## config.mk

```make
export PLATFORM = sky130hd
export DESIGN_NAME = dual_nibble_monitor_flat
export DESIGN_NICKNAME = d
export VERILOG_FILES = /design/src/rtl/dual_nibble_monitor_pkg.sv /design/src/rtl/dual_nibble_monitor_if.sv /design/src/rtl/dual_nibble_monitor_fifo.sv /design/src/rtl/dual_nibble_monitor.sv /design/src/flat_wrapper.sv
export SDC_FILE = /design/constraint.sdc
export NUM_CORES = 1
export LEC_CHECK = 0
export ABC_AREA = 0
export CAP_MARGIN = 20
export CORE_ASPECT_RATIO = 0.8
export CORE_MARGIN = 2
export CORE_UTILIZATION = 45
export CTS_BUF_LIST = sky130_fd_sc_hd__clkbuf_4
export DETAILED_ROUTE_END_ITERATION = 7
export PLACE_DENSITY = 0.77
export SLEW_MARGIN = 20
export SYNTH_ARGS = -nofsm -noshare
export SYNTH_HDL_FRONTEND = slang
export SYNTH_SLANG_ARGS = --single-unit
export TNS_END_PERCENT = 20
```

## constraint.sdc

```tcl
create_clock -name clk -period 8.2 [get_ports clk]
set_input_delay 1.23 -clock clk [delete_from_list [all_inputs] [get_ports clk]]
set_output_delay 1.23 -clock clk [all_outputs]
set_load 0.1 [all_outputs]
```

## src/rtl/dual_nibble_monitor_pkg.sv

```systemverilog
// Shared types and default sizes for the dual nibble monitor.
package nibble_mon_pkg;

  localparam int DEF_DW    = 4;
  localparam int DEF_DEPTH = 4;
  localparam int DEF_TSW   = 8;

  typedef enum logic [1:0] {
    IDLE  = 2'd0,
    PRIME = 2'd1,
    RUN   = 2'd2
  } state_e;

  // Event record at default widths; the FIFO stores the same field order flat.
  typedef struct packed {
    logic [DEF_TSW-1:0] stamp;
    logic [DEF_DW-1:0]  v1;
    logic [DEF_DW-1:0]  v2;
    logic [1:0]         chg;
  } evt_t;

endpackage

```

## src/rtl/dual_nibble_monitor_if.sv

```systemverilog
// Event output stream: valid/ready handshake plus the head event fields.
interface dual_nibble_monitor_if
  import nibble_mon_pkg::*;
#(
  parameter int DW  = DEF_DW,
  parameter int TSW = DEF_TSW
);
  logic           evt_valid;
  logic           evt_ready;
  logic [TSW-1:0] evt_stamp;
  logic [DW-1:0]  evt_v1;
  logic [DW-1:0]  evt_v2;
  logic [1:0]     evt_chg;

  modport master (output evt_valid, evt_stamp, evt_v1, evt_v2, evt_chg,
                  input  evt_ready);
  modport slave  (input  evt_valid, evt_stamp, evt_v1, evt_v2, evt_chg,
                  output evt_ready);
endinterface

```

## src/rtl/dual_nibble_monitor_fifo.sv

```systemverilog
// Show-ahead FIFO: head word is visible on dout while not empty.
// A push into a full FIFO is taken only if a pop happens the same cycle.
module evt_fifo #(
  parameter int W     = 8,
  parameter int DEPTH = 4
) (
  input  logic                     clk,
  input  logic                     rst,
  input  logic                     push,
  input  logic                     pop,
  input  logic [W-1:0]             din,
  output logic [W-1:0]             dout,
  output logic                     full,
  output logic                     empty,
  output logic [$clog2(DEPTH):0]   level
);
  localparam int AW = $clog2(DEPTH);

  logic [W-1:0]  mem [DEPTH];
  logic [AW-1:0] wr_ptr, rd_ptr;
  logic          do_push, do_pop;

  assign empty   = (level == '0);
  assign full    = (level == (AW+1)'(DEPTH));
  assign do_pop  = pop && !empty;
  assign do_push = push && (!full || do_pop);
  assign dout    = mem[rd_ptr];

  // Pointers wrap naturally (DEPTH is a power of two); level tracks pushes minus pops.
  always_ff @(posedge clk or posedge rst) begin
    if (rst) begin
      wr_ptr <= '0;
      rd_ptr <= '0;
      level  <= '0;
    end else begin
      if (do_push) wr_ptr <= wr_ptr + 1'b1;
      if (do_pop)  rd_ptr <= rd_ptr + 1'b1;
      level <= level + {{AW{1'b0}}, do_push} - {{AW{1'b0}}, do_pop};
    end
  end

  // Storage carries no reset; contents are meaningless until written.
  always_ff @(posedge clk) begin
    if (do_push) mem[wr_ptr] <= din;
  end

endmodule

```

## src/rtl/dual_nibble_monitor.sv

```systemverilog
// Watches two values, queues a timestamped record whenever either changes,
// and counts records lost to a full queue.
module dual_nibble_monitor
  import nibble_mon_pkg::*;
#(
  parameter int DW    = DEF_DW,
  parameter int DEPTH = DEF_DEPTH,
  parameter int TSW   = DEF_TSW
) (
  input  logic                   clk,
  input  logic                   rst,
  input  logic                   en,
  input  logic                   clr,
  input  logic [DW-1:0]          v1_i,
  input  logic [DW-1:0]          v2_i,
  dual_nibble_monitor_if.master  evt,
  output logic                   ovf,
  output logic [7:0]             drop_cnt,
  output logic [$clog2(DEPTH):0] level
);
  localparam int EW = TSW + 2*DW + 2;

  state_e         state;
  logic [TSW-1:0] ts;
  logic [DW-1:0]  prev1, prev2;
  logic [1:0]     chg;
  logic           push, pop, full, empty, drop;
  logic [EW-1:0]  din, dout;

  // Free-running timestamp, unaffected by en.
  always_ff @(posedge clk or posedge rst) begin
    if (rst) ts <= '0;
    else     ts <= ts + 1'b1;
  end

  // PRIME captures a baseline so the first enabled cycle never reports a change.
  always_ff @(posedge clk or posedge rst) begin
    if (rst) begin
      state <= IDLE;
      prev1 <= '0;
      prev2 <= '0;
    end else begin
      case (state)
        IDLE:    if (en) state <= PRIME;
        PRIME, RUN: begin
          if (!en) state <= IDLE;
          else begin
            state <= RUN;
            prev1 <= v1_i;
            prev2 <= v2_i;
          end
        end
        default: state <= IDLE;
      endcase
    end
  end

  // Change detection and queue handshake.
  always_comb begin
    chg  = {v2_i != prev2, v1_i != prev1};
    push = (state == RUN) && en && (chg != 2'b00);
    pop  = evt.evt_valid && evt.evt_ready;
    drop = push && full && !pop;
    din  = {ts, v1_i, v2_i, chg};
  end

  // Sticky overflow and saturating drop count; clr wins over a same-cycle drop.
  always_ff @(posedge clk or posedge rst) begin
    if (rst) begin
      ovf      <= 1'b0;
      drop_cnt <= '0;
    end else if (clr) begin
      ovf      <= 1'b0;
      drop_cnt <= '0;
    end else if (drop) begin
      ovf <= 1'b1;
      if (drop_cnt != 8'hFF) drop_cnt <= drop_cnt + 8'd1;
    end
  end

  evt_fifo #(.W(EW), .DEPTH(DEPTH)) u_fifo (
    .clk   (clk),
    .rst   (rst),
    .push  (push),
    .pop   (pop),
    .din   (din),
    .dout  (dout),
    .full  (full),
    .empty (empty),
    .level (level)
  );

  assign evt.evt_valid = !empty;
  assign {evt.evt_stamp, evt.evt_v1, evt.evt_v2, evt.evt_chg} = dout;

endmodule
```

## src/flat_wrapper.sv

```systemverilog
// flat-port wrapper written by rule: the top's interface ports become plain ports
module dual_nibble_monitor_flat import nibble_mon_pkg::*;
#(
  parameter int DW    = DEF_DW,
  parameter int DEPTH = DEF_DEPTH,
  parameter int TSW   = DEF_TSW
)
  (clk, rst, en, clr, v1_i, v2_i, ovf, drop_cnt, level, evt_evt_valid, evt_evt_stamp, evt_evt_v1, evt_evt_v2, evt_evt_chg, evt_evt_ready);
  dual_nibble_monitor_if #(.DW(DW), .TSW(TSW)) evt_i ();
  input  logic clk;
  input  logic rst;
  input  logic en;
  input  logic clr;
  input  logic [DW-1:0] v1_i;
  input  logic [DW-1:0] v2_i;
  output logic ovf;
  output logic [7:0] drop_cnt;
  output logic [$clog2(DEPTH):0] level;
  output wire logic [$bits(evt_i.evt_valid)-1:0] evt_evt_valid;
  output wire logic [$bits(evt_i.evt_stamp)-1:0] evt_evt_stamp;
  output wire logic [$bits(evt_i.evt_v1)-1:0] evt_evt_v1;
  output wire logic [$bits(evt_i.evt_v2)-1:0] evt_evt_v2;
  output wire logic [$bits(evt_i.evt_chg)-1:0] evt_evt_chg;
  input wire logic [$bits(evt_i.evt_ready)-1:0] evt_evt_ready;
  assign evt_evt_valid = evt_i.evt_valid;
  assign evt_evt_stamp = evt_i.evt_stamp;
  assign evt_evt_v1 = evt_i.evt_v1;
  assign evt_evt_v2 = evt_i.evt_v2;
  assign evt_evt_chg = evt_i.evt_chg;
  assign evt_i.evt_ready = evt_evt_ready;
  dual_nibble_monitor #(.DW(DW), .DEPTH(DEPTH), .TSW(TSW)) u_core (.clk(clk), .rst(rst), .en(en), .clr(clr), .v1_i(v1_i), .v2_i(v2_i), .evt(evt_i), .ovf(ovf), .drop_cnt(drop_cnt), .level(level));
endmodule
```

==> results.sh, run 1 <==
# yosys + openroad results
export IMPL_wire_length_of_the_first_global_routing_pass_mm=12.0
export IMPL_first_global_vias=2359
export IMPL_clock_path_buffers=2
export IMPL_critPathRequiredTime_ps=6970
export IMPL_enable_flop_cells=72
export IMPL_chipWidth_um=114
export IMPL_die_area_um2=10500
export IMPL_timing_critical_path_fanout_max=11
export IMPL_clk_root_buffer_cell="clkbuf_4"
export IMPL_synth_cells=252
export IMPL_numPlacedInstances=409
export IMPL_layout_area_overhead_pct=16.0
export IMPL_worst_r2r_cell_count=12
export IMPL_maxCapViolations=0
export IMPL_synth_top_area_share_pct=49.4
export IMPL_diodes_inserted=0
export IMPL_via_count=2272
export IMPL_track_usage_pct=15.5
export IMPL_mappedNetlistArea_um2=4370
export IMPL_placement_setup_worst_slack_ps=3770
export IMPL_route_antenna_remaining_nets=0
export IMPL_top_logic_kind="multiplexers"
export IMPL_achievable_frequency_ghz=0.232
export IMPL_fp_dieH_um=92.2
export IMPL_final_net_count=327
export IMPL_worst_setup_path_endpoint="evt_evt_v1[0]"
export IMPL_cp_slowest_stage_delay_ps=990
export IMPL_worstSetupStartpoint="u_core.u_fifo.rd_ptr[0]$_DFFE_PP0N_"
export IMPL_grt_antenna_before_repair=0
export IMPL_setup_worst_path_class="reg2out"
export IMPL_leakagePower_nw=1.79
export IMPL_yosysWarnings=0
export IMPL_total_power_mw=1.81
export IMPL_ys_async_sr_fraction_pct=32.1
export IMPL_synth_cellmix_xorXnorShare_pct=3.80
export IMPL_synth_chip_area_um2=4370
export IMPL_stage_log_warnings=32
export IMPL_peakVddDrop_mv=0.285
export IMPL_dominantRegCellSynth="edfxtp_1"
export IMPL_ys_top_cells_by_area="edfxtp_1 (49%), dfrtp_1 (19%), mux4_2 (9.3%), ha_1 (3.4%), mux2_2 (3.3%)"
export IMPL_detailedPlacementHpwl_mm=4.76
export IMPL_cts_inserted_buffers=9
export IMPL_detail_route_first_pass_iterations=4
export IMPL_clk_sinks=106
export IMPL_cp_cell_sequence="buf_4 > mux4_2 > clkdlybuf4s50_1"
export IMPL_worst_clock_skew_ps=22.2
export IMPL_grt_max_degree=35
export IMPL_cts_reportedPaths_clkPinSlew_ps=160
export IMPL_simple_gate_area_share_pct=6.75
export IMPL_finalHoldViolCount=0
export IMPL_post_cts_resized=0
export IMPL_drt_initial_drc_count=115
export IMPL_synth_compound_gate_area_share_pct=2.06
export IMPL_setup_reg_to_reg_worst_slack_ps=5170
export IMPL_number_of_placed_i_o_pins=44
export IMPL_drive_gt1_share_pct=17.0
export IMPL_cts_tree="built"
export IMPL_data_arrival_time_of_the_critical_path_ps=3070
export IMPL_gp_routability_congestion=0.783
export IMPL_number_of_vias_per_cell=5.35
export IMPL_design_area_um2=5070
export IMPL_critical_path_reg2reg_endpoint="u_core.u_fifo.level[2]$_DFF_PP0_"
export IMPL_synth_net_count=278
export IMPL_synth_sequential_area_ratio_pct=68.9
export IMPL_worst_skew_pair_late_latency_ps=460
export IMPL_outcome="complete, no violations"
export IMPL_power_density_nw_per_um2=357
export IMPL_overflow=0
[run 1: through the flow]
stage | hold slack (ps) | utilization (%)
4_1_cts | 545 | 53.2
3_5_place_dp | 515 | 51.8
5_1_grt | 554 | 53.2
6_report | 535 | 53.2
2_1_floorplan | 488 | -
3_3_place_gp | 510 | 51.8
[run 1: worst min-delay path by stage]
stage | from | endpoint | slack (ps) | cells past startpoint
3_3_place_gp | u_core.prev1[3]$_DFFE_PP0P_ | u_core.prev1[3]$_DFFE_PP0P_ | 510 | 1
2_1_floorplan | u_core.ts[7]$_DFF_PP0_ | u_core.ts[7]$_DFF_PP0_ | 490 | 1
5_1_grt | u_core.prev2[3]$_DFFE_PP0P_ | u_core.prev2[3]$_DFFE_PP0P_ | 550 | 1
3_5_place_dp | u_core.prev2[3]$_DFFE_PP0P_ | u_core.prev2[3]$_DFFE_PP0P_ | 510 | 1
4_1_cts | u_core.ovf$_DFFE_PP0P_ | u_core.ovf$_DFFE_PP0P_ | 550 | 2
6_report | u_core.ovf$_DFFE_PP0P_ | u_core.ovf$_DFFE_PP0P_ | 540 | 2
[run 1: where the power goes]
group	leakage, nW	internal [mW]	total [mW]	switching, mW
registers	1.08	0.640	0.714	0.0744
logic	0.644	0.266	0.854	0.589
clock network	0.0688	0.0682	0.244	0.176
total	1.79	0.973	1.81	0.839
[run 1: area by class of cell]
type	count	area, um^2	area share [%]
sequential	106	3010	59.4
multi-input combinational	126	1280	25.3
timing repair buffer	45	445	8.78
tap	119	149	2.94
clock buffer	9	67.6	1.33
clock inverter	7	65.1	1.28
inverter	13	48.8	0.962
[run 1: worst max-delay path, delay by kind of cell, from the launching register on]
kind,cells,cell delay (ps)
buffers and inverters,2,1350
DFF,1,730
muxes,1,550
[run 1: cells in the mapped netlist, types with 2 or more instances]
cell type / instances
nand2b_1: 2
dfrtp_1: 34
nand3_1: 6
and4_1: 2
o31ai_1: 3
nor2b_1: 4
nor2_1: 5
xnor2_1: 16
mux4_2: 18
ha_1: 12
and3_1: 2
inv_1: 13
and2_1: 5
xor2_1: 3
nand4_1: 3
nor3_1: 3
nand2_1: 8
a21oi_1: 4
clkbuf_1: 4
mux2_2: 13
edfxtp_1: 72
[run 1: placed cells by master, fill, tap and decap left out, types with 2 or more instances in the layout]
master / n
edfxtp_1: 72
nor3_1: 3
nor2b_1: 4
nand2_1: 8
xnor2_1: 16
and4_1: 2
clkbuf_4: 9
nand2b_1: 2
nand4_1: 3
clkinv_4: 2
mux4_2: 18
and3_1: 2
nor2_1: 5
and2_1: 5
inv_1: 13
xor2_1: 3
a21oi_1: 4
mux2_2: 13
clkdlybuf4s50_1: 43
o31ai_1: 3
nand3_1: 6
dfrtp_1: 34
buf_4: 2
ha_1: 12
[run 1: flip-flops by register name, indices dropped and copies added, names as in the netlist, 2 cells and up]
signal and flops:
u_core.u_fifo.wr_ptr 2, u_core.u_fifo.mem 72, u_core.u_fifo.rd_ptr 2, u_core.prev1 4
u_core.ts 8, u_core.state 2, u_core.u_fifo.level 3, u_core.prev2 4
u_core.drop_cnt 8
[run 1: layer usage]
layer  share of wire (%)  GRT usage (%)
met1                  43           19.6
met2                  51           25.8
met3                 5.0           4.89
met4                 1.0           4.27
met5                   0              0
==> run_1/metal_stack.png <==
Drawn at 4 px/um. Only two layers are drawn.
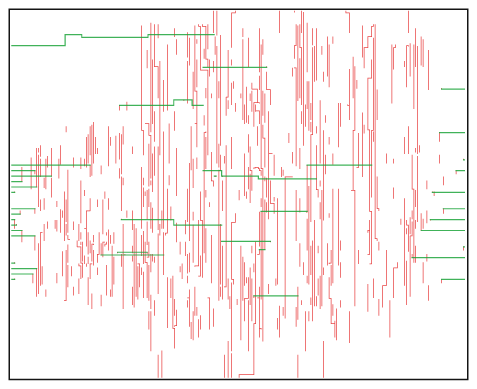
legend:
  met3:
    colour: green
    wire_length: 368 um
  met2:
    colour: red
    wire_length: 3750 um

==> run_1/port_nets.png <==
Drawn at 2 px/um.
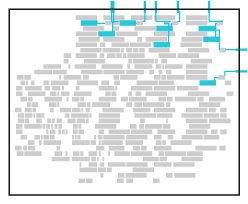
legend:
  `evt_evt_stamp`:
    colour: cyan
    bits: 8
    direction: output
    edge: 6 top, 2 right
    end_cells: 8
    buffers: 8
    wire: 120 um

==> run_1/pins.png <==
Drawn at 4 px/um. Pins as bars across the die edge, other pins in grey.
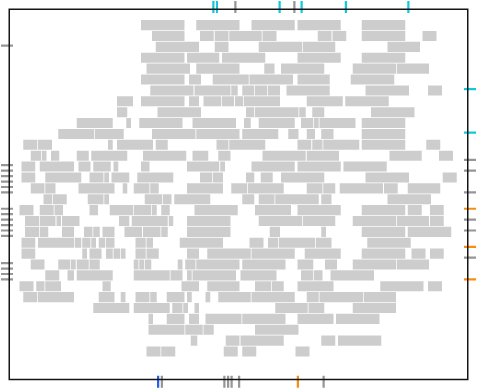
legend:
  `evt_evt_stamp`:
    colour: cyan
    pins: 8
    direction: output
    edge: 6 top, 2 right
  `evt_evt_v2`:
    colour: orange
    pins: 4
    direction: output
    edge: 3 right, 1 bottom
  `ovf`:
    colour: blue
    pins: 1
    direction: output
    edge: bottom
all pins by edge: 17 left, 11 right, 8 bottom, 8 top

==> run_1/final_placement.png <==
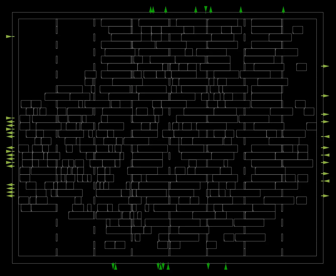
Core Rows: 32
number of fillers in the final layout: 782
TAP cells: 119

==> run 2: changes to the inputs <==
Settings changed: PLACE_DENSITY 0.77 to 0.8.
Clock period 8.2 ns to 3.7 ns, I/O delays scaled along.
==> run_2/drive_strength.png <==
Drawn at 4 px/um.
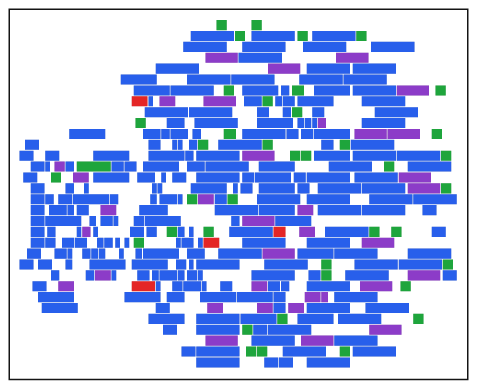
legend:
  drive 2:
    colour: purple
    cells: 35
    share: 11%
    most_used: mux4_2
  drive 1 or less:
    colour: blue
    cells: 235
    share: 75%
    most_used: edfxtp_1
  drive 6 and up:
    colour: red
    cells: 4
    share: 1.3%
    most_used: inv_8
  drive 3 to 4:
    colour: green
    cells: 40
    share: 13%
    most_used: buf_4

==> run_2/final_placement.png <==
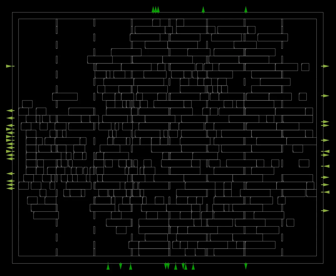
number of fillers in the final layout: 778
registers: 106
final non-filler cell total: 433
core occupancy in the finished layout: 53.4%

==> run_2/pins.png <==
Drawn at 4 px/um. Pins as bars across the die edge, other pins in grey.
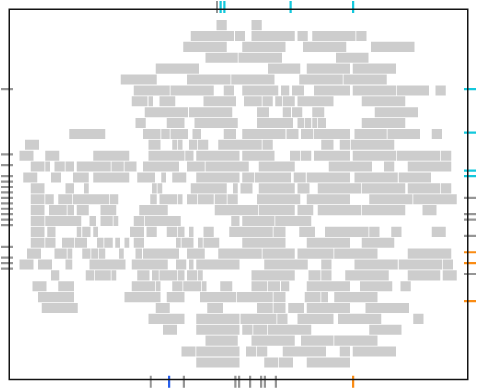
legend:
  `evt_evt_v2`:
    colour: orange
    pins: 4
    direction: output
    edge: 3 right, 1 bottom
  `ovf`:
    colour: blue
    pins: 1
    direction: output
    edge: bottom
  `evt_evt_stamp`:
    colour: cyan
    pins: 8
    direction: output
    edge: 4 top, 4 right
all pins by edge: 17 left, 12 right, 10 bottom, 5 top

==> results.sh, run 2 <==
# yosys + openroad results
export IMPL_post_cts_resized=0
export IMPL_clk_sinks=106
export IMPL_maxCapViolations=0
export IMPL_htreeDepth=3
export IMPL_stage_log_warnings=32
export IMPL_mappedNetlistArea_um2=4370
export IMPL_critPathRequiredTime_ps=3140
export IMPL_wire_length_of_the_first_global_routing_pass_mm=12.1
export IMPL_grt_max_degree=35
export IMPL_die_area_um2=10500
export IMPL_maxSlewViolCount=0
export IMPL_common_cells="edfxtp_1 (72), dfrtp_1 (34), mux4_2 (18)"
export IMPL_synth_distinct_cells=41
export IMPL_dominantRegCellSynth="edfxtp_1"
export IMPL_cts_inserted_buffers=9
export IMPL_crit_path_start_kind="flop"
export IMPL_worst_slew_margin_relative_to_its_limit_pct=34.9
export IMPL_row_count=32
export IMPL_drc_errors=0
export IMPL_layout_cells_most_common_list="edfxtp_1 (72), dfrtp_1 (34), buf_4 (28), clkdlybuf4s50_1 (25), mux4_2 (18)"
export IMPL_numPlacedInstances=417
export IMPL_drt_initial_drc_count=134
export IMPL_fp_dieH_um=92.2
export IMPL_setup_tns_ps=0
export IMPL_final_net_count=335
export IMPL_first_global_vias=2346
export IMPL_clk_root_buffer_cell="clkbuf_4"
export IMPL_yosysWarnings=0
export IMPL_grt_antenna_before_repair=0
export IMPL_synth_adder_area_share_pct=3.89
export IMPL_synth_cells=252
export IMPL_synth_compound_gate_area_share_pct=2.06
export IMPL_timing_critical_path_fanout_max=5
export IMPL_post_synth_top_area_cell="edfxtp_1"
export IMPL_timing_final_crit_period_ps=3000
export IMPL_route_final_wire_length_mm=7.41
export IMPL_layout_area_overhead_pct=16.4
export IMPL_number_of_vias_per_cell=5.33
export IMPL_seqCellArea_um2=3010
export IMPL_synth_top_area_share_pct=49.4
export IMPL_chipWidth_um=114
export IMPL_post_cts_setup_buffer_count=0
export IMPL_track_usage_pct=15.4
export IMPL_cts_reportedPaths_clkPinSlew_ps=170
export IMPL_setup_worst_path_class="reg2out"
export IMPL_simple_gate_area_share_pct=6.75
export IMPL_ys_async_sr_fraction_pct=32.1
export IMPL_ys_top_cells_by_area="edfxtp_1 (49%), dfrtp_1 (19%), mux4_2 (9.3%), ha_1 (3.4%), mux2_2 (3.3%)"
export IMPL_leakagePower_nw=1.86
export IMPL_report_final_setup_viol=0
export IMPL_finalHoldViolCount=0
export IMPL_largest_registers="u_core.u_fifo.mem x72, u_core.drop_cnt x8, u_core.ts x8"
export IMPL_placement_setup_worst_slack_ps=462
export IMPL_synth_cellmix_xorXnorShare_pct=3.80
export IMPL_postCtsHoldBufs=0
export IMPL_power_density_nw_per_um2=790
export IMPL_data_arrival_time_of_the_critical_path_ps=2440
export IMPL_detailedPlacementHpwl_mm=4.84
export IMPL_end_kind="primary output"
export IMPL_top_logic_kind="multiplexers"
export IMPL_area_of_the_core_um2=9530
export IMPL_placement_io_buffers=43
export IMPL_overflow=0
export IMPL_hp_class="in2async"
export IMPL_max_flop_register="u_core.u_fifo.mem"
export IMPL_setup_reg_to_reg_worst_slack_ps=1110
export IMPL_top_cell="edfxtp_1"
export IMPL_gp_routability_congestion=0.813
export IMPL_synth_flops=106
export IMPL_enable_flop_cells=72
export IMPL_synth_chip_area_um2=4370
export IMPL_yosys_mux_area_fraction_pct=12.8
export IMPL_rsz0062_at_grt="false"
export IMPL_avgSynthCellArea_um2=17.4
export IMPL_wl_per_cell_um=17.1
export IMPL_synth_sequential_area_ratio_pct=68.9
export IMPL_worst_skew_pair_late_latency_ps=460
export IMPL_detail_route_first_pass_iterations=4
export IMPL_peakVddDrop_mv=0.651
export IMPL_yosys_stat_cells=252
export IMPL_flip_flop_count_of_the_largest_register_all_copies_and_words_added=72
export IMPL_achievable_frequency_ghz=0.334
export IMPL_worst_pin_slew_ps=974
export IMPL_cts_tree="built"
export IMPL_route_antenna_remaining_nets=0
export IMPL_fin_ws_ps=702
export IMPL_worstSetupStartpoint="u_core.u_fifo.level[1]$_DFF_PP0_"
export IMPL_fp_util_pct=45.9
export IMPL_layout_cells_most_common="edfxtp_1"
export IMPL_reg2reg_from="u_core.state[0]$_DFFE_PP0P_"
export IMPL_via_count=2306
export IMPL_number_of_placed_i_o_pins=44
export IMPL_fin_crit_sh_pct=81.0
export IMPL_drive_gt1_share_pct=25.2
export IMPL_worst_clock_skew_ps=15.5
export IMPL_diodes_inserted=0
export IMPL_synth_net_count=278
export IMPL_clock_path_buffers=2
export IMPL_outcome="complete, no violations"
export IMPL_layout_area_comb_um2=1280
run 2: final cells by class:
| class | count | share of cell area, % |
|---|---|---|
| repair buffers | 53 | 9.04 |
| flip-flops and latches | 106 | 59.2 |
| multi-input cells | 126 | 25.2 |
| inverters | 13 | 0.958 |
| clock inverters | 7 | 1.38 |
| well taps | 119 | 2.92 |
| clock buffers | 9 | 1.33 |
run 2: logic make-up (layout without fill, tap and decap cells):
kind of cell,Yosys count,count (layout)
buffers and inverters,20,82
AND-OR/OR-AND,13,13
multiplexers,32,32
adder cells (fa/ha/maj),13,13
XOR/XNOR,19,19
AND/OR/NAND/NOR,49,49
flip-flops,106,106
run 2: worst paths after layout:
| check | cells past startpoint | to |
|---|---|---|
| min in group clk | 2 | u_core.ovf$_DFFE_PP0P_ |
| max reg2reg | 12 | u_core.u_fifo.level[2]$_DFF_PP0_ |
| min | 3 | u_core.prev2[1]$_DFFE_PP0P_ |
| min reg2reg | 2 | u_core.ovf$_DFFE_PP0P_ |
| max in group asynchronous | 3 | u_core.u_fifo.wr_ptr[1]$_DFFE_PP0P_ |
| max | 2 | evt_evt_valid |
run 2: metal layers:
layer / vias to the layer above / global-route usage [%] / routed length, um / part of all wire, %
met1: 1182 / 21.2 / 3500 / 47
li1: 1065 / - / - / -
met4: 0 / 4.37 / 78 / 1.1
met2: 51 / 23.3 / 3440 / 46
met5: - / 0 / 0 / 0
met3: 8 / 5.55 / 386 / 5.2
run 2: stage by stage:
| step | total power [mW] | utilization [%] | hold slack (ps) | cell area (um^2) |
|---|---|---|---|---|
| 6_report | 4.02 | 53.4 | 485 | 5090 |
| 3_5_place_dp | 3.50 | 52.0 | 515 | 4950 |
| 4_1_cts | 4.07 | 53.4 | 474 | 5090 |
| 2_1_floorplan | 3.11 | - | 488 | 4370 |
| 3_3_place_gp | 3.48 | 52.0 | 510 | 4950 |
| 5_1_grt | 4.21 | 53.4 | 484 | 5090 |
run 2: report_power, final:
group          switching, mW  internal [mW]  total, mW
clock network          0.404          0.157      0.561
registers              0.177           1.42       1.59
logic                   1.30          0.566       1.87
total                   1.89           2.14       4.02
run 2: critical path, stage by stage (launching register included):
cell and delay, ps:
dfrtp_1 510, or3_2 500, clkdlybuf4s50_1 980
==> run 3: changes to the inputs <==
Settings changed: PLACE_DENSITY 0.8 to 0.77.
Clock period 3.7 ns to 2.8 ns, I/O delays scaled along.
==> results.sh, run 3 <==
# yosys + openroad results
export IMPL_synth_sequential_area_ratio_pct=68.9
export IMPL_top_logic_kind="multiplexers"
export IMPL_synth_top_area_share_pct=49.4
export IMPL_cp_cell_sequence="clkdlybuf4s50_1 > xnor2_1 > nand4_1 > nor2_1 > nor3_1 > inv_1 > ha_1 > inv_1 > ha_1 > inv_1 > fa_1 > xnor2_1 > xnor2_1"
export IMPL_end_kind="flop"
export IMPL_area_of_the_core_um2=9530
export IMPL_yosys_mux_area_fraction_pct=12.8
export IMPL_synth_compound_gate_area_share_pct=2.06
export IMPL_worst_slew_margin_relative_to_its_limit_pct=69.2
export IMPL_drive_gt1_share_pct=32.4
export IMPL_diodes_inserted=0
export IMPL_report_final_setup_viol=0
export IMPL_crit_path_start_kind="input pin"
export IMPL_row_count=32
export IMPL_layout_cells_most_common_list="edfxtp_1 (72), buf_4 (31), dfrtp_1 (31), buf_12 (20), mux4_2 (18)"
export IMPL_cp_slowest_stage_delay_ps=610
export IMPL_fillers=752
export IMPL_clk_root_buffer_cell="clkbuf_4"
export IMPL_placement_setup_worst_slack_ps=-154
export IMPL_stage_log_warnings=32
export IMPL_total_power_mw=5.77
export IMPL_data_arrival_time_of_the_critical_path_ps=2870
export IMPL_detailedPlacementHpwl_mm=5.15
export IMPL_fp_util_pct=45.9
export IMPL_finalHoldViolCount=0
export IMPL_setup_worst_path_class="in2reg"
export IMPL_timing_critical_path_fanout_max=6
export IMPL_grt_max_degree=35
export IMPL_worst_r2r_cell_count=12
export IMPL_timing_critical_path_max_delay_family="adder cells"
export IMPL_die_area_um2=10500
export IMPL_synth_cellmix_xorXnorShare_pct=3.80
export IMPL_seqCellArea_um2=3020
export IMPL_detail_route_first_pass_iterations=4
export IMPL_route_antenna_remaining_nets=0
export IMPL_reg2reg_from="u_core.prev2[0]$_DFFE_PP0P_"
export IMPL_top_cell="edfxtp_1"
export IMPL_setup_reg_to_reg_worst_slack_ps=370
export IMPL_grt_antenna_before_repair=0
export IMPL_maxSlewViolCount=0
export IMPL_via_count=2349
export IMPL_route_final_wire_length_mm=7.48
export IMPL_crit_slowest_cell="clkdlybuf4s50_1"
export IMPL_peakVddDrop_mv=0.897
export IMPL_worst_pin_slew_ps=461
export IMPL_clock_path_buffers=2
export IMPL_layout_area_comb_um2=1290
export IMPL_placement_io_buffers=43
export IMPL_simple_gate_area_share_pct=6.75
export IMPL_largest_registers="u_core.u_fifo.mem x72, u_core.drop_cnt x8, u_core.ts x8"
export IMPL_cts_inserted_buffers=9
export IMPL_drc_errors=0
export IMPL_postCtsHoldBufs=0
export IMPL_fp_dieH_um=92.2
export IMPL_power_density_nw_per_um2=1070
export IMPL_number_of_placed_i_o_pins=44
export IMPL_rsz0062_at_grt="false"
export IMPL_mappedNetlistArea_um2=4370
export IMPL_yosys_stat_cells=252
export IMPL_clk_sinks=106
export IMPL_ys_async_sr_fraction_pct=32.1
export IMPL_gp_routability_congestion=0.809
export IMPL_layout_area_overhead_pct=23.1
export IMPL_track_usage_pct=15.8
export IMPL_worst_clock_skew_ps=25.8
export IMPL_timing_final_crit_period_ps=2510
export IMPL_maxCapViolations=0
export IMPL_max_flop_register="u_core.u_fifo.mem"
export IMPL_post_cts_setup_buffer_count=0
export IMPL_wire_length_of_the_first_global_routing_pass_mm=12.6
export IMPL_hp_class="in2async"
export IMPL_critical_path_reg2reg_endpoint="u_core.u_fifo.level[2]$_DFF_PP0_"
export IMPL_layout_cells_most_common="edfxtp_1"
export IMPL_first_global_vias=2393
export IMPL_avgSynthCellArea_um2=17.4
export IMPL_synth_adder_area_share_pct=3.89
export IMPL_synth_distinct_cells=41
export IMPL_overflow=0
export IMPL_fin_ws_ps=289
export IMPL_common_cells="edfxtp_1 (72), dfrtp_1 (34), mux4_2 (18)"
export IMPL_cts_tree="built"
export IMPL_flip_flop_count_of_the_largest_register_all_copies_and_words_added=72
export IMPL_chipWidth_um=114
export IMPL_fin_crit_sh_pct=89.7
export IMPL_outcome="complete, no violations"
export IMPL_drt_initial_drc_count=97
export IMPL_synth_chip_area_um2=4370
export IMPL_ys_top_cells_by_area="edfxtp_1 (49%), dfrtp_1 (19%), mux4_2 (9.3%), ha_1 (3.4%), mux2_2 (3.3%)"
export IMPL_htreeDepth=3
export IMPL_yosysWarnings=0
export IMPL_post_synth_top_area_cell="edfxtp_1"
export IMPL_dominantRegCellSynth="edfxtp_1"
export IMPL_critPathRequiredTime_ps=3160
export IMPL_worst_skew_pair_late_latency_ps=450
export IMPL_post_cts_resized=0
export IMPL_synth_net_count=278
export IMPL_wl_per_cell_um=16.9
export IMPL_number_of_vias_per_cell=5.30
export IMPL_enable_flop_cells=72
export IMPL_path_buffers=4
export IMPL_achievable_frequency_ghz=0.398
export IMPL_final_net_count=345
export IMPL_cts_reportedPaths_clkPinSlew_ps=160
export IMPL_synth_cells=252
export IMPL_leakagePower_nw=2.01
export IMPL_synth_flops=106
[run 3: cell counts after synthesis]
Identical to the previous run, type by type.
[run 3: kinds of logic after synthesis]
kind of cell / Yosys count
flops: 106
simple gates: 49
mux: 32
buf+inv: 20
xor+xnor: 19
compound gates: 13
fa+ha+maj: 13
[run 3: through the flow]
| stage | area, um^2 | util, % | std cells | hold WS (ps) | setup TNS, ps |
|---|---|---|---|---|---|
| 2_1_floorplan | 4380 | - | 252 | 488 | 0 |
| 3_3_place_gp | 5260 | 55.1 | 427 | 478 | -80.3 |
| 3_5_place_dp | 5260 | 55.1 | 427 | 479 | -167 |
| 4_1_cts | 5390 | 56.5 | 443 | 362 | 0 |
| 5_1_grt | 5390 | 56.5 | 443 | 401 | 0 |
| 6_report | 5390 | 56.5 | 443 | 364 | 0 |
[run 3: final cells by class]
class | count | area share (%)
Tap cell | 119 | 2.76
Clock buffer | 10 | 1.39
Multi-Input combinational cell | 126 | 23.9
Timing Repair Buffer | 63 | 14.0
Sequential cell | 106 | 56.0
Clock inverter | 6 | 1.05
Inverter | 13 | 0.906
[run 3: tightest hold or removal path, stage by stage]
cell             delay [ps]
clkdlybuf4s50_1         400
inv_1                    60
buf_4                   390
[run 3: per-layer routing]
metal | up-vias | part of all wire (%) | track usage, %
li1 | 1091 | - | -
met1 | 1193 | 46 | 21.5
met2 | 60 | 49 | 25.0
met3 | 5 | 4.4 | 4.82
met4 | 0 | 1.0 | 4.27
met5 | - | 0 | 0
[run 3: where the power goes]
group | total [mW] | switching (mW) | leakage [nW] | internal (mW)
combinational | 3.02 | 1.89 | 0.861 | 1.13
clock | 0.729 | 0.514 | 0.0718 | 0.216
sequential | 2.02 | 0.147 | 1.08 | 1.88
total | 5.77 | 2.55 | 2.01 | 3.22
[run 3: how the worst max path moves through the flow]
stage                                     startpoint                               end  slack [ps]  depth (start not counted)
CTS                                          v2_i[1]  u_core.u_fifo.level[2]$_DFF_PP0_         320                         13
global placement                             v1_i[0]  u_core.u_fifo.level[2]$_DFF_PP0_         -80                         13
floorplan           u_core.u_fifo.level[1]$_DFF_PP0_  u_core.u_fifo.level[2]$_DFF_PP0_          50                          9
global route                                 v1_i[0]  u_core.u_fifo.level[2]$_DFF_PP0_         140                         13
detailed placement                           v2_i[1]  u_core.u_fifo.level[2]$_DFF_PP0_        -150                         13
finish                                       v1_i[0]  u_core.u_fifo.level[2]$_DFF_PP0_         290                         13
==> run_3/drive_strength.png <==
Drawn at 4 px/um.
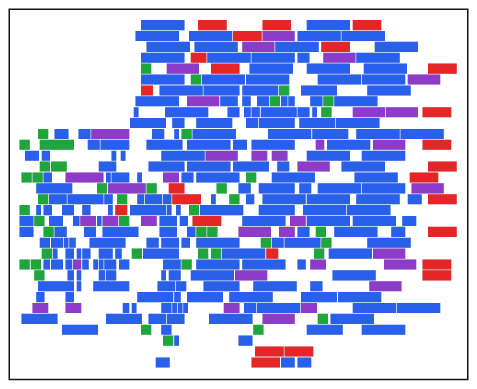
legend:
  drive 3 to 4:
    colour: green
    cells: 44
    share: 14%
    most_used: buf_4
  drive 2:
    colour: purple
    cells: 36
    share: 11%
    most_used: mux4_2
  drive 6 and up:
    colour: red
    cells: 25
    share: 7.7%
    most_used: buf_12
  drive 1 or less:
    colour: blue
    cells: 219
    share: 68%
    most_used: edfxtp_1

==> run_3/port_nets.png <==
Drawn at 2 px/um.
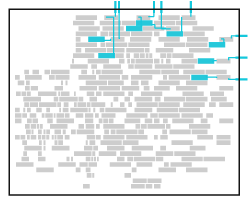
legend:
  `evt_evt_stamp`:
    colour: cyan
    bits: 8
    direction: output
    edge: 5 top, 3 right
    end_cells: 8
    buffers: 8
    wire: 117 um

==> run_3/metal_stack.png <==
Drawn at 4 px/um. Only two layers are drawn.
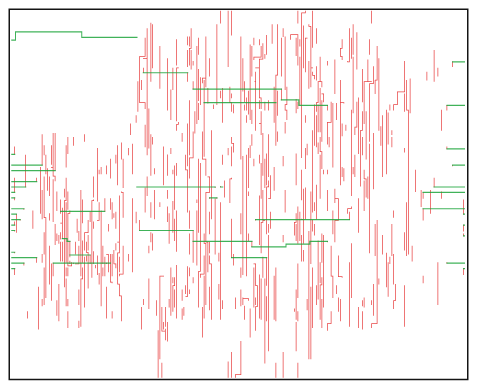
legend:
  met2:
    colour: red
    wire_length: 3630 um
  met3:
    colour: green
    wire_length: 330 um

Power figures rest on the tool's default switching activity, not on a simulated workload.
